<file path="config.mk">
export PLATFORM = sky130hd
export DESIGN_NAME = pc_redirect_ctrl
export DESIGN_NICKNAME = d
export VERILOG_FILES = /design/src/rtl/fetch_pkg.sv /design/src/rtl/redirect_arbiter.sv /design/src/rtl/pc_redirect_ctrl.sv
export SDC_FILE = /design/constraint.sdc
export NUM_CORES = 1
export LEC_CHECK = 0
export ABC_AREA = 1
export CELL_PAD_IN_SITES_DETAIL_PLACEMENT = 0
export CELL_PAD_IN_SITES_GLOBAL_PLACEMENT = 1
export CORE_ASPECT_RATIO = 1.25
export CORE_MARGIN = 2
export CORE_UTILIZATION = 46
export CTS_CLUSTER_SIZE = 20
export DETAILED_ROUTE_END_ITERATION = 6
export DONT_BUFFER_PORTS = 1
export PLACE_DENSITY = 0.91
export SKIP_CTS_REPAIR_TIMING = 1
export SYNTH_ARGS = -nofsm -noshare
export SYNTH_HDL_FRONTEND = slang
export SYNTH_SLANG_ARGS = --single-unit
</file>
<file path="constraint.sdc">
create_clock -name clk -period 6.9 [get_ports clk]
set_input_delay 1.725 -clock clk [delete_from_list [all_inputs] [get_ports clk]]
set_output_delay 1.725 -clock clk [all_outputs]
set_load 0.1 [all_outputs]
</file>
<file path="src/rtl/fetch_pkg.sv">
// Shared fetch-path types for the PC redirect controller.
//   state_t     : controller FSM states (RUN, PEND, DRAIN)
//   redir_cls_t : redirect class; numeric order equals priority, so a plain
//                 magnitude compare decides replacement
//   PC_INC      : sequential fetch increment in bytes
package fetch_pkg;

  typedef enum logic [1:0] {
    ST_RUN   = 2'd0,
    ST_PEND  = 2'd1,
    ST_DRAIN = 2'd2
  } state_t;

  typedef enum logic [1:0] {
    CLS_NONE = 2'd0,
    CLS_JMP  = 2'd1,
    CLS_BR   = 2'd2,
    CLS_EXC  = 2'd3
  } redir_cls_t;

  localparam int unsigned PC_INC = 4;

endpackage

</file>
<file path="src/rtl/redirect_arbiter.sv">
// Combinational priority select among the three redirect sources.
//   exc > br > jmp; a jump is ignored while a load-use stall is active
//   because the ID-stage instruction that produced it is not yet valid.
// Ports:
//   hazard_stall            : load-use stall (masks jmp only)
//   exc_valid/exc_vector    : exception request and vector
//   br_valid/br_target      : EX-stage taken branch
//   jmp_valid/jmp_target    : ID-stage jump
//   o_cls / o_target        : winning class (CLS_NONE if none) and its target
module redirect_arbiter
  import fetch_pkg::*;
#(
  parameter int W = 32
) (
  input  logic         hazard_stall,
  input  logic         exc_valid,
  input  logic [W-1:0] exc_vector,
  input  logic         br_valid,
  input  logic [W-1:0] br_target,
  input  logic         jmp_valid,
  input  logic [W-1:0] jmp_target,
  output redir_cls_t   o_cls,
  output logic [W-1:0] o_target
);

  always_comb begin
    o_cls    = CLS_NONE;
    o_target = '0;
    if (exc_valid) begin
      o_cls    = CLS_EXC;
      o_target = exc_vector;
    end else if (br_valid) begin
      o_cls    = CLS_BR;
      o_target = br_target;
    end else if (jmp_valid && !hazard_stall) begin
      o_cls    = CLS_JMP;
      o_target = jmp_target;
    end
  end

endmodule

</file>
<file path="src/rtl/pc_redirect_ctrl.sv">
// Fetch-sequencing controller for the program counter register.
// Chooses each cycle between a redirect (exc/br/jmp) and sequential fetch,
// parks a redirect that arrives while instruction memory is busy, and
// produces IF/ID and ID/EX flushes.
// Handshake: a redirect source is sampled only in the cycle its *_valid is
// high; there is no ready back to the source. Once captured it is held here
// until applied, so the source need not keep it asserted.
// Ports:
//   clk, rst                : clock, async active-high reset
//   pc                      : current PC (PC register Q)
//   hazard_stall, mem_busy  : stall inputs
//   exc_*/br_*/jmp_*        : redirect sources
//   pc_write, next_pc       : PC register enable / D (combinational)
//   flush_if_id/flush_id_ex : pipeline squashes (combinational)
//   redirect_pending        : registered, high while in PEND
//   redirect_cnt            : saturating count of applied redirects
//   state_dbg               : current FSM state for observation
module pc_redirect_ctrl
  import fetch_pkg::*;
#(
  parameter int           W        = 32,
  parameter logic [W-1:0] RESET_PC = '0,
  parameter int           CNT_W    = 16
) (
  input  logic             clk,
  input  logic             rst,
  input  logic [W-1:0]     pc,
  input  logic             hazard_stall,
  input  logic             mem_busy,
  input  logic             exc_valid,
  input  logic [W-1:0]     exc_vector,
  input  logic             br_valid,
  input  logic [W-1:0]     br_target,
  input  logic             jmp_valid,
  input  logic [W-1:0]     jmp_target,
  output logic             pc_write,
  output logic [W-1:0]     next_pc,
  output logic             flush_if_id,
  output logic             flush_id_ex,
  output logic             redirect_pending,
  output logic [CNT_W-1:0] redirect_cnt,
  output state_t           state_dbg
);

  state_t           r_state;
  redir_cls_t       r_pend_cls;
  logic [W-1:0]     r_pend_tgt;
  logic [CNT_W-1:0] r_cnt;

  redir_cls_t   w_req_cls;
  logic [W-1:0] w_req_tgt;
  logic [W-1:0] w_seq_pc;

  state_t       w_state_nxt;
  redir_cls_t   w_pend_cls_nxt;
  logic [W-1:0] w_pend_tgt_nxt;
  logic         w_apply;
  redir_cls_t   w_sel_cls;
  logic [W-1:0] w_sel_tgt;
  logic         w_pc_write;
  logic [W-1:0] w_next_pc;
  logic         w_flush_if_id;
  logic         w_flush_id_ex;

  redirect_arbiter #(.W(W)) u_arb (
    .hazard_stall (hazard_stall),
    .exc_valid    (exc_valid),
    .exc_vector   (exc_vector),
    .br_valid     (br_valid),
    .br_target    (br_target),
    .jmp_valid    (jmp_valid),
    .jmp_target   (jmp_target),
    .o_cls        (w_req_cls),
    .o_target     (w_req_tgt)
  );

  // Sequential PC wraps silently modulo 2^W.
  assign w_seq_pc = pc + W'(PC_INC);

  always_comb begin
    w_state_nxt    = r_state;
    w_pend_cls_nxt = r_pend_cls;
    w_pend_tgt_nxt = r_pend_tgt;
    w_apply        = 1'b0;
    w_sel_cls      = CLS_NONE;
    w_sel_tgt      = w_seq_pc;
    w_pc_write     = 1'b0;
    w_next_pc      = w_seq_pc;
    w_flush_if_id  = 1'b0;
    w_flush_id_ex  = 1'b0;

    if (r_state == ST_PEND) begin
      // Only a strictly higher class displaces the parked redirect.
      if (w_req_cls > r_pend_cls) begin
        w_sel_cls = w_req_cls;
        w_sel_tgt = w_req_tgt;
      end else begin
        w_sel_cls = r_pend_cls;
        w_sel_tgt = r_pend_tgt;
      end
      if (!mem_busy) begin
        w_apply = 1'b1;
      end else begin
        w_pend_cls_nxt = w_sel_cls;
        w_pend_tgt_nxt = w_sel_tgt;
      end
    end else begin
      // RUN and DRAIN share behaviour; DRAIN also kills the stale fetch.
      w_flush_if_id = (r_state == ST_DRAIN);
      w_state_nxt   = ST_RUN;
      w_sel_cls     = w_req_cls;
      w_sel_tgt     = w_req_tgt;
      if (w_req_cls != CLS_NONE) begin
        if (!mem_busy) begin
          w_apply = 1'b1;
        end else begin
          w_pend_cls_nxt = w_req_cls;
          w_pend_tgt_nxt = w_req_tgt;
          w_state_nxt    = ST_PEND;
        end
      end else begin
        w_pc_write = !(hazard_stall || mem_busy);
      end
    end

    if (w_apply) begin
      w_pc_write     = 1'b1;
      w_next_pc      = w_sel_tgt;
      w_flush_if_id  = 1'b1;
      w_flush_id_ex  = (w_sel_cls == CLS_EXC) || (w_sel_cls == CLS_BR);
      w_pend_cls_nxt = CLS_NONE;
      w_pend_tgt_nxt = '0;
      w_state_nxt    = ST_DRAIN;
    end
  end

  always_ff @(posedge clk or posedge rst) begin
    if (rst) begin
      r_state    <= ST_RUN;
      r_pend_cls <= CLS_NONE;
      r_pend_tgt <= '0;
      r_cnt      <= '0;
    end else begin
      r_state    <= w_state_nxt;
      r_pend_cls <= w_pend_cls_nxt;
      r_pend_tgt <= w_pend_tgt_nxt;
      if (w_apply && (r_cnt != '1)) begin
        r_cnt <= r_cnt + 1'b1;
      end
    end
  end

  // Outputs are forced quiet while reset is held, independent of inputs.
  assign pc_write         = rst ? 1'b0 : w_pc_write;
  assign next_pc          = rst ? RESET_PC : w_next_pc;
  assign flush_if_id      = rst ? 1'b0 : w_flush_if_id;
  assign flush_id_ex      = rst ? 1'b0 : w_flush_id_ex;
  assign redirect_pending = (r_state == ST_PEND);
  assign redirect_cnt     = r_cnt;
  assign state_dbg        = r_state;

endmodule

</file>
==> results_slide.txt, run 1 <==
Key Metrics from the Run

Global route
  • Antenna violations before repair: 3
  • GR peak layer: met2
  • Number of global-route vias before repair: 5209
  • GR Overflow Total: 0

Layout
  • Area delta synth->final: 14.35%
  • Logic share of the area: 57.81%
  • Most frequent logic cell in the layout: nand2_1
  • Most flop-heavy register: r_pend_tgt
  • Cell area after layout: 5733 µm²
  • NonClk Buf Share: 9.297%
  • Clk tree area frac: 2.619%
  • CLK BUF: 7
  • Top logic cells by instance count in the layout: nand2_1, nand3_1, nor2_1

Detailed routing
  • DRT iter0 DRCs: 380

Clock network
  • CTS root buf: clkbuf_16
  • H-tree Lvls: 2

Critical path
  • Total stage count of the critical path: 14
  • Most frequent CP cell: nand2_1
  • Worst setup EP type: primary output
  • Top Family by Delay on Critical Path: simple AND/OR/NAND/NOR gates
  • Cell depth of the worst flop-to-flop path: 9
  • Reg2reg start: state_dbg[0]

Logic synthesis
  • Cell area leaders: nand2_1, dfrtp_1, nand3_1
  • Flip-flops with a built-in enable: 0
  • Syn_nets: 1016
  • Mean Syn Cell Area: 5.723 µm²
  • Sequential share of the synthesized area: 25.95%
  • Yosys aoi share: 9.958%
  • Ys flop type: dfrtp_1
  • Top cells by count, synth: nand2_1, nor2_1, nand3_1

Power
  • P_int: 0.6215 mW
  • PwrDens: 213.2 nW/µm²
  • Total power: 1.222 mW

Floorplan
  • Die Ht: 120.7 µm
  • Core Area: 10620 µm²
  • # IOs: 189

Run status
  • Outcome: complete, no violations

Placed design
  • Routability cong.: 0.9607

Hold path
  • Worst Hold Class: flip-flop to flip-flop
  • Hold Path Depth: 2

STA
  • Period Utilization, post-route: 84.59%
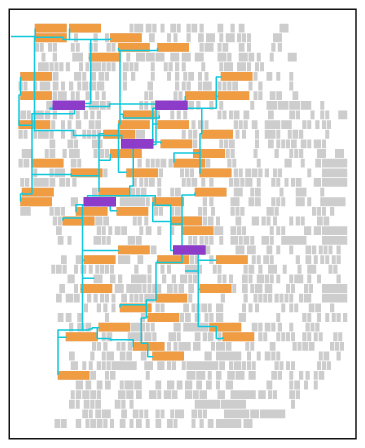
Fig. 1. Clock distribution (run 1).
[cyan] clock wires | length: 702 µm
[orange] flip-flops | count: 52
[purple] clock-net drivers | count: 5
routed clock nets: 6

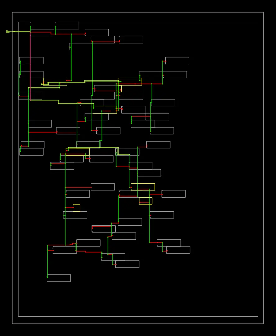
Fig. 2. Clock wiring as the flow saved it (run 1).
clk_skew: 3.932 ps
seq_cells: 52
P_clk: 0.259 mW
cts bufs inserted: 5

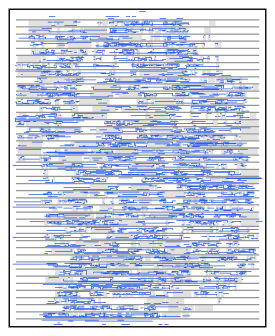
Fig. 3. M1 wires (run 1).
Supply wires on this layer in grey.
wire length on this layer: 6700 µm
longest straight run: 43.2 µm
share of all routed wire: 41%
main direction: horizontal
nets with wire on the layer: 917
DRT Wirelength: 16460 µm
GR Layer Usage met1: 33.42%
via count: 5471

Fig. 4: run 1, placement by cell class
Bar = 20 µm.
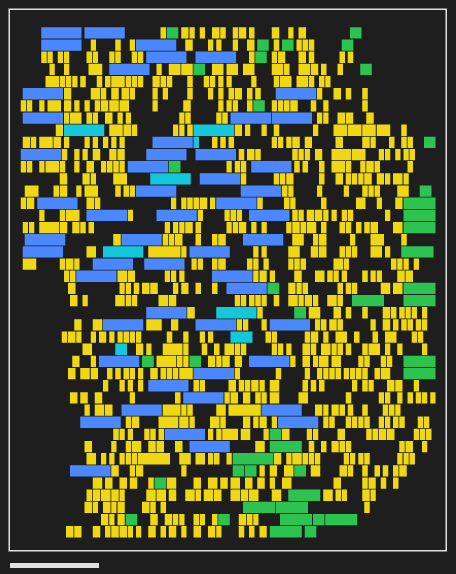

--- run 2 (diff from run 1) ---
--- a/config.mk
+++ b/config.mk
@@ -10,11 +10,11 @@
 export CELL_PAD_IN_SITES_GLOBAL_PLACEMENT = 1
 export CORE_ASPECT_RATIO = 1.25
 export CORE_MARGIN = 2
-export CORE_UTILIZATION = 46
+export CORE_UTILIZATION = 43
 export CTS_CLUSTER_SIZE = 20
 export DETAILED_ROUTE_END_ITERATION = 6
 export DONT_BUFFER_PORTS = 1
-export PLACE_DENSITY = 0.91
+export PLACE_DENSITY = 0.86
 export SKIP_CTS_REPAIR_TIMING = 1
 export SYNTH_ARGS = -nofsm -noshare
 export SYNTH_HDL_FRONTEND = slang
==> constraint.sdc (replaced) <==
create_clock -name clk -period 5.9 [get_ports clk]
set_input_delay 1.475 -clock clk [delete_from_list [all_inputs] [get_ports clk]]
set_output_delay 1.475 -clock clk [all_outputs]
set_load 0.1 [all_outputs]
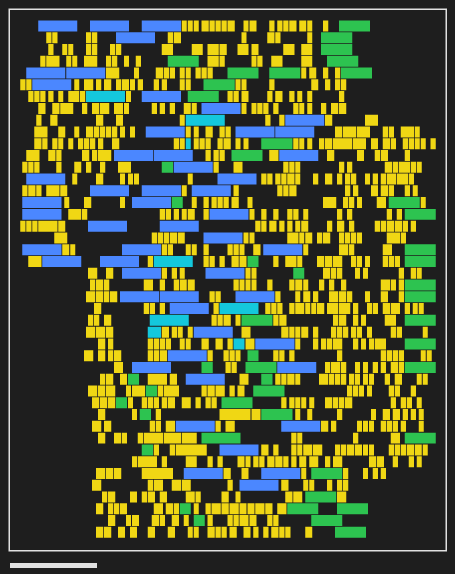
Fig. 5. Placement by cell class (run 2).
Bar = 20 µm.
| colour | class | cells |
|---|---|---|
| green | remaining buffers and delay cells | 48 |
| yellow | remaining logic cells | 786 |
| cyan | clock drivers and dummy loads | 8 |
| blue | registers | 52 |

==> results_slide.txt, run 2 <==
Key Metrics from the Run

Power
  • Total power: 1.462 mW (+20%)
  • P_int: 0.7461 mW (+20%)
  • Switch share: 48.96%
  • P_clk: 0.296 mW (+14%)
  • Net Sw Power: 0.7157 mW
  • PwrDens: 244.0 nW/µm² (+14%)

STA
  • Final hold violation count: 0
  • Period Utilization, post-route: 84.25%
  • Clk_skew: 9.475 ps (+5.544 ps)
  • Relative slew slack: 29.06%
  • Fin crit period: 4971 ps
  • RSZ-0062 raised after global routing: false
  • Final-report setup violation count: 0

Layout
  • Area delta synth->final: 19.49%
  • Final Util: 52.07%
  • Clk tree area frac: 2.423% (-0.20 points)
  • NonClk Buf Share: 13.20% (+3.9 points)
  • Seq_cells: 52 (unchanged)
  • Nets: 1033
  • Cell area after layout: 5991 µm² (+4.5%)
  • Most flop-heavy register: r_pend_tgt
  • Most frequent logic cell in the layout: nand2_1
  • Top logic cells by instance count in the layout: nand2_1, nand3_1, nor2_1
  • Logic share of the area: 55.33% (-2.5 points)
  • CLK BUF: 6 (-1)

Floorplan
  • Row cnt: 44
  • # IOs: 189 (unchanged)
  • Core Area: 11510 µm² (+8.4%)
  • Starting Density: 43.57%
  • Die Ht: 124.7 µm (+3.3%)

Run
  • Max-Cap Viols: 0

Global route
  • GR Layer Usage met1: 32.69% (-0.73 points)
  • Antenna violations before repair: 2 (-1)
  • GR peak layer: met2
  • GRT met3 Usage: 5.668%
  • Number of global-route vias before repair: 5185 (-0.46%)
  • Gr usage total: 26.57%
  • GR Overflow Total: 0 (unchanged)

Hold path
  • Worst Hold Class: flip-flop to flip-flop
  • Hold Path Depth: 2 (unchanged)

Detailed routing
  • Met3 wire length: 1114 µm
  • DRT iter0 DRCs: 330 (-13%)
  • WL/cell: 16.20 µm
  • DRT Wirelength: 16750 µm (+1.7%)
  • Via count: 5446 (-0.46%)
  • DR top layer: met4

Logic synthesis
  • Syn_nets: 1016 (unchanged)
  • Yosys aoi share: 9.958% (unchanged)
  • Synth Instances: 876
  • Mean Syn Cell Area: 5.723 µm² (unchanged)
  • Top cells by count, synth: nand2_1, nor2_1, nand3_1
  • Post-synth top area cell: nand2_1
  • Flip-flops with a built-in enable: 0 (unchanged)
  • Ys flop type: dfrtp_1
  • Ys cells: 876
  • Cell area leaders: nand2_1, dfrtp_1, nand3_1
  • Sequential share of the synthesized area: 25.95% (unchanged)

Critical path
  • Total stage count of the critical path: 14 (unchanged)
  • Cell depth of the worst flop-to-flop path: 12 (+3)
  • Crit-path max cell delay: 290 ps
  • Most frequent CP cell: nand2_1
  • WP data required: 4430 ps
  • Top Family by Delay on Critical Path: simple AND/OR/NAND/NOR gates
  • Reg2reg start: state_dbg[0]
  • Worst setup EP type: primary output

Clock network
  • Cts bufs inserted: 5 (unchanged)
  • CTS root buf: clkbuf_16
  • H-tree Lvls: 2 (unchanged)
  • Clk buf depth: 2

Run status
  • Outcome: complete, no violations

Placed design
  • Routability cong.: 0.9389 (-2.3%)
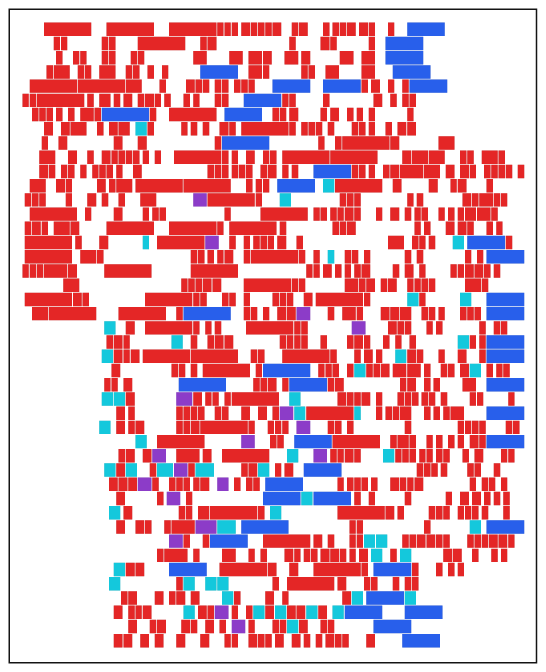
Fig. 6. Sizing map (run 2).
| colour | size | cells | share | most used |
|---|---|---|---|---|
| red | x1 and smaller | 782 | 87% | nand2_1 |
| blue | x6 and larger | 42 | 4.7% | buf_12 |
| purple | x3 and x4 | 18 | 2.0% | buf_4 |
| cyan | x2 | 52 | 5.8% | nor2_2 |

Fig. 7: run 2, clock distribution
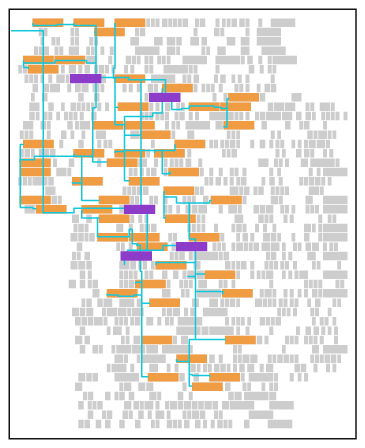

--- run 3 (diff from run 2) ---
==> constraint.sdc (replaced) <==
create_clock -name clk -period 4.9 [get_ports clk]
set_input_delay 1.225 -clock clk [delete_from_list [all_inputs] [get_ports clk]]
set_output_delay 1.225 -clock clk [all_outputs]
set_load 0.1 [all_outputs]
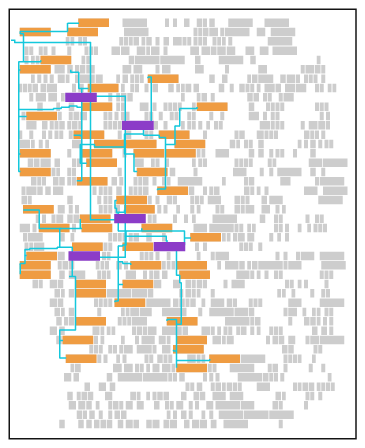
Fig. 8. Clock distribution (run 3).
[orange] flip-flops | count: 52
[cyan] clock wires | length: 649 µm
[purple] clock-net drivers | count: 5
routed clock nets: 6

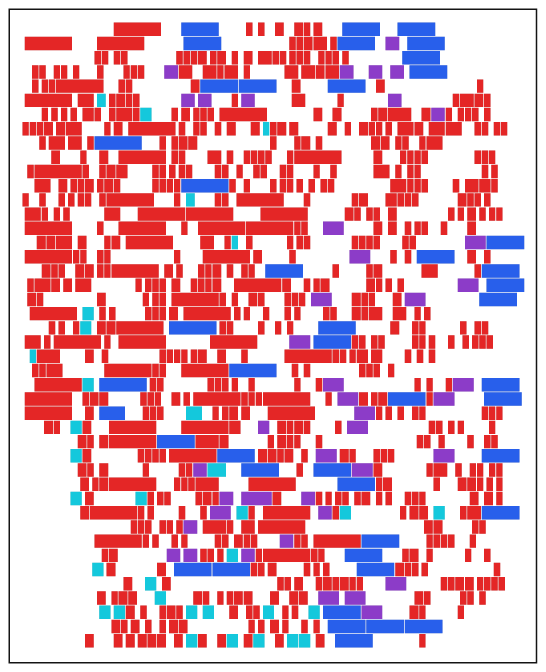
Fig. 9. Sizing map (run 3).
| colour | size | cells | share | most used |
|---|---|---|---|---|
| cyan | x2 | 33 | 3.7% | or2_2 |
| purple | x3 and x4 | 42 | 4.7% | nor2_4 |
| red | x1 and smaller | 772 | 87% | nand2_1 |
| blue | x6 and larger | 45 | 5.0% | buf_12 |
cell area after layout: 6135 µm²
setup ws final: 543.7 ps

==> results_slide.txt, run 3 <==
Key Metrics from the Run

Run status
  • Outcome: complete, no violations

Global route
  • GR Overflow Total: 0 (unchanged)
  • Antenna violations before repair: 0 (-2)
  • GRT met3 Usage: 4.938% (-0.73 points)
  • Number of global-route vias before repair: 5501 (+6.1%)
  • GR Layer Usage met1: 34.69% (+2.0 points)
  • Gr usage total: 28.80% (+2.2 points)
  • GR peak layer: met2

Floorplan
  • Row cnt: 44 (unchanged)
  • # IOs: 189 (unchanged)
  • Core Area: 11510 µm² (unchanged)
  • Die area: 12540 µm²
  • Starting Density: 43.57% (unchanged)
  • Die Ht: 124.7 µm (unchanged)

Clock network
  • Cts bufs inserted: 5 (unchanged)
  • CTS root buf: clkbuf_16
  • Clk buf depth: 2 (unchanged)
  • H-tree Lvls: 2 (unchanged)

Layout
  • Clk tree area frac: 2.427% (+0.0044 points)
  • NonClk Buf Share: 12.97% (-0.23 points)
  • CLK BUF: 6 (unchanged)
  • Nets: 1031 (-0.19%)
  • Top logic cells by instance count in the layout: nand2_1, nand3_1, nor2_1
  • Seq_cells: 52 (unchanged)
  • Final Util: 53.32% (+1.3 points)
  • Logic share of the area: 55.76% (+0.44 points)
  • Most flop-heavy register: r_pend_tgt
  • MI comb cells: 717
  • Area delta synth->final: 22.36%
  • Most frequent logic cell in the layout: nand2_1

Power
  • Net Sw Power: 0.8753 mW (+22%)
  • PwrDens: 292.4 nW/µm² (+20%)
  • Seq pwr: 0.720 mW
  • Switch share: 48.79% (-0.17 points)
  • Total power: 1.794 mW (+23%)
  • P_clk: 0.355 mW (+20%)
  • P_int: 0.9187 mW (+23%)

Detailed routing
  • WL/cell: 17.26 µm (+6.5%)
  • Via count: 5578 (+2.4%)
  • DRT Wirelength: 17780 µm (+6.1%)
  • Metal-1 WL: 6791 µm
  • Met3 wire length: 1027 µm (-7.8%)
  • DR top layer: met4
  • First-pass DRT Iterations: 5
  • Routed Antenna Nets: 0
  • DRT iter0 DRCs: 346 (+4.8%)
  • Routed wl met2: 9374 µm
  • Drt drc: 0

Logic synthesis
  • Mean Syn Cell Area: 5.723 µm² (unchanged)
  • Synth Instances: 876 (unchanged)
  • Ys cells: 876 (unchanged)
  • Yosys aoi share: 9.958% (unchanged)
  • Top logic family: simple AND/OR/NAND/NOR gates
  • Cell area leaders: nand2_1, dfrtp_1, nand3_1
  • Post-synth top area cell: nand2_1
  • Sequential share of the synthesized area: 25.95% (unchanged)
  • Flip-flops with a built-in enable: 0 (unchanged)
  • Post-synth mux share: 0%
  • Post-Synth Adder-Cell Area: 1.248%
  • Ys flop type: dfrtp_1
  • Area figure in the yosys stat output: 5014 µm²
  • Syn_nets: 1016 (unchanged)
  • Top cells by count, synth: nand2_1, nor2_1, nand3_1

Critical path
  • Crit-path max cell delay: 410 ps (+120 ps)
  • Reg2reg start: state_dbg[1]
  • WP data required: 3670 ps (-760 ps)
  • Total stage count of the critical path: 11 (-3)
  • Worst Setup EP: next_pc[21]
  • Cell depth of the worst flop-to-flop path: 12 (unchanged)
  • Top Family by Delay on Critical Path: simple AND/OR/NAND/NOR gates
  • Worst setup EP type: primary output
  • R2r setup slk: 2130 ps

Hold path
  • Hold Path Depth: 2 (unchanged)
  • Hold wc startpoint: r_pend_tgt[21]
  • Worst Hold Class: flip-flop to flip-flop

STA
  • RSZ-0062 raised after global routing: false
  • Final hold violation count: 0 (unchanged)
  • Period Utilization, post-route: 88.90%
  • Relative slew slack: 20.01% (-9.0 points)
  • Max Freq: 0.2296 GHz
  • Final-report setup violation count: 0 (unchanged)
  • Fin Hold WS: 479.7 ps
  • Clk_skew: 4.188 ps (-5.287 ps)
  • Fin crit period: 4356 ps

Run
  • Max-Cap Viols: 0 (unchanged)

Placed design
  • Detailed Place HPWL: 14370 µm
  • Routability cong.: 0.9406 (+0.18%)
Power figures rest on the tool's default switching activity, not on a simulated workload.
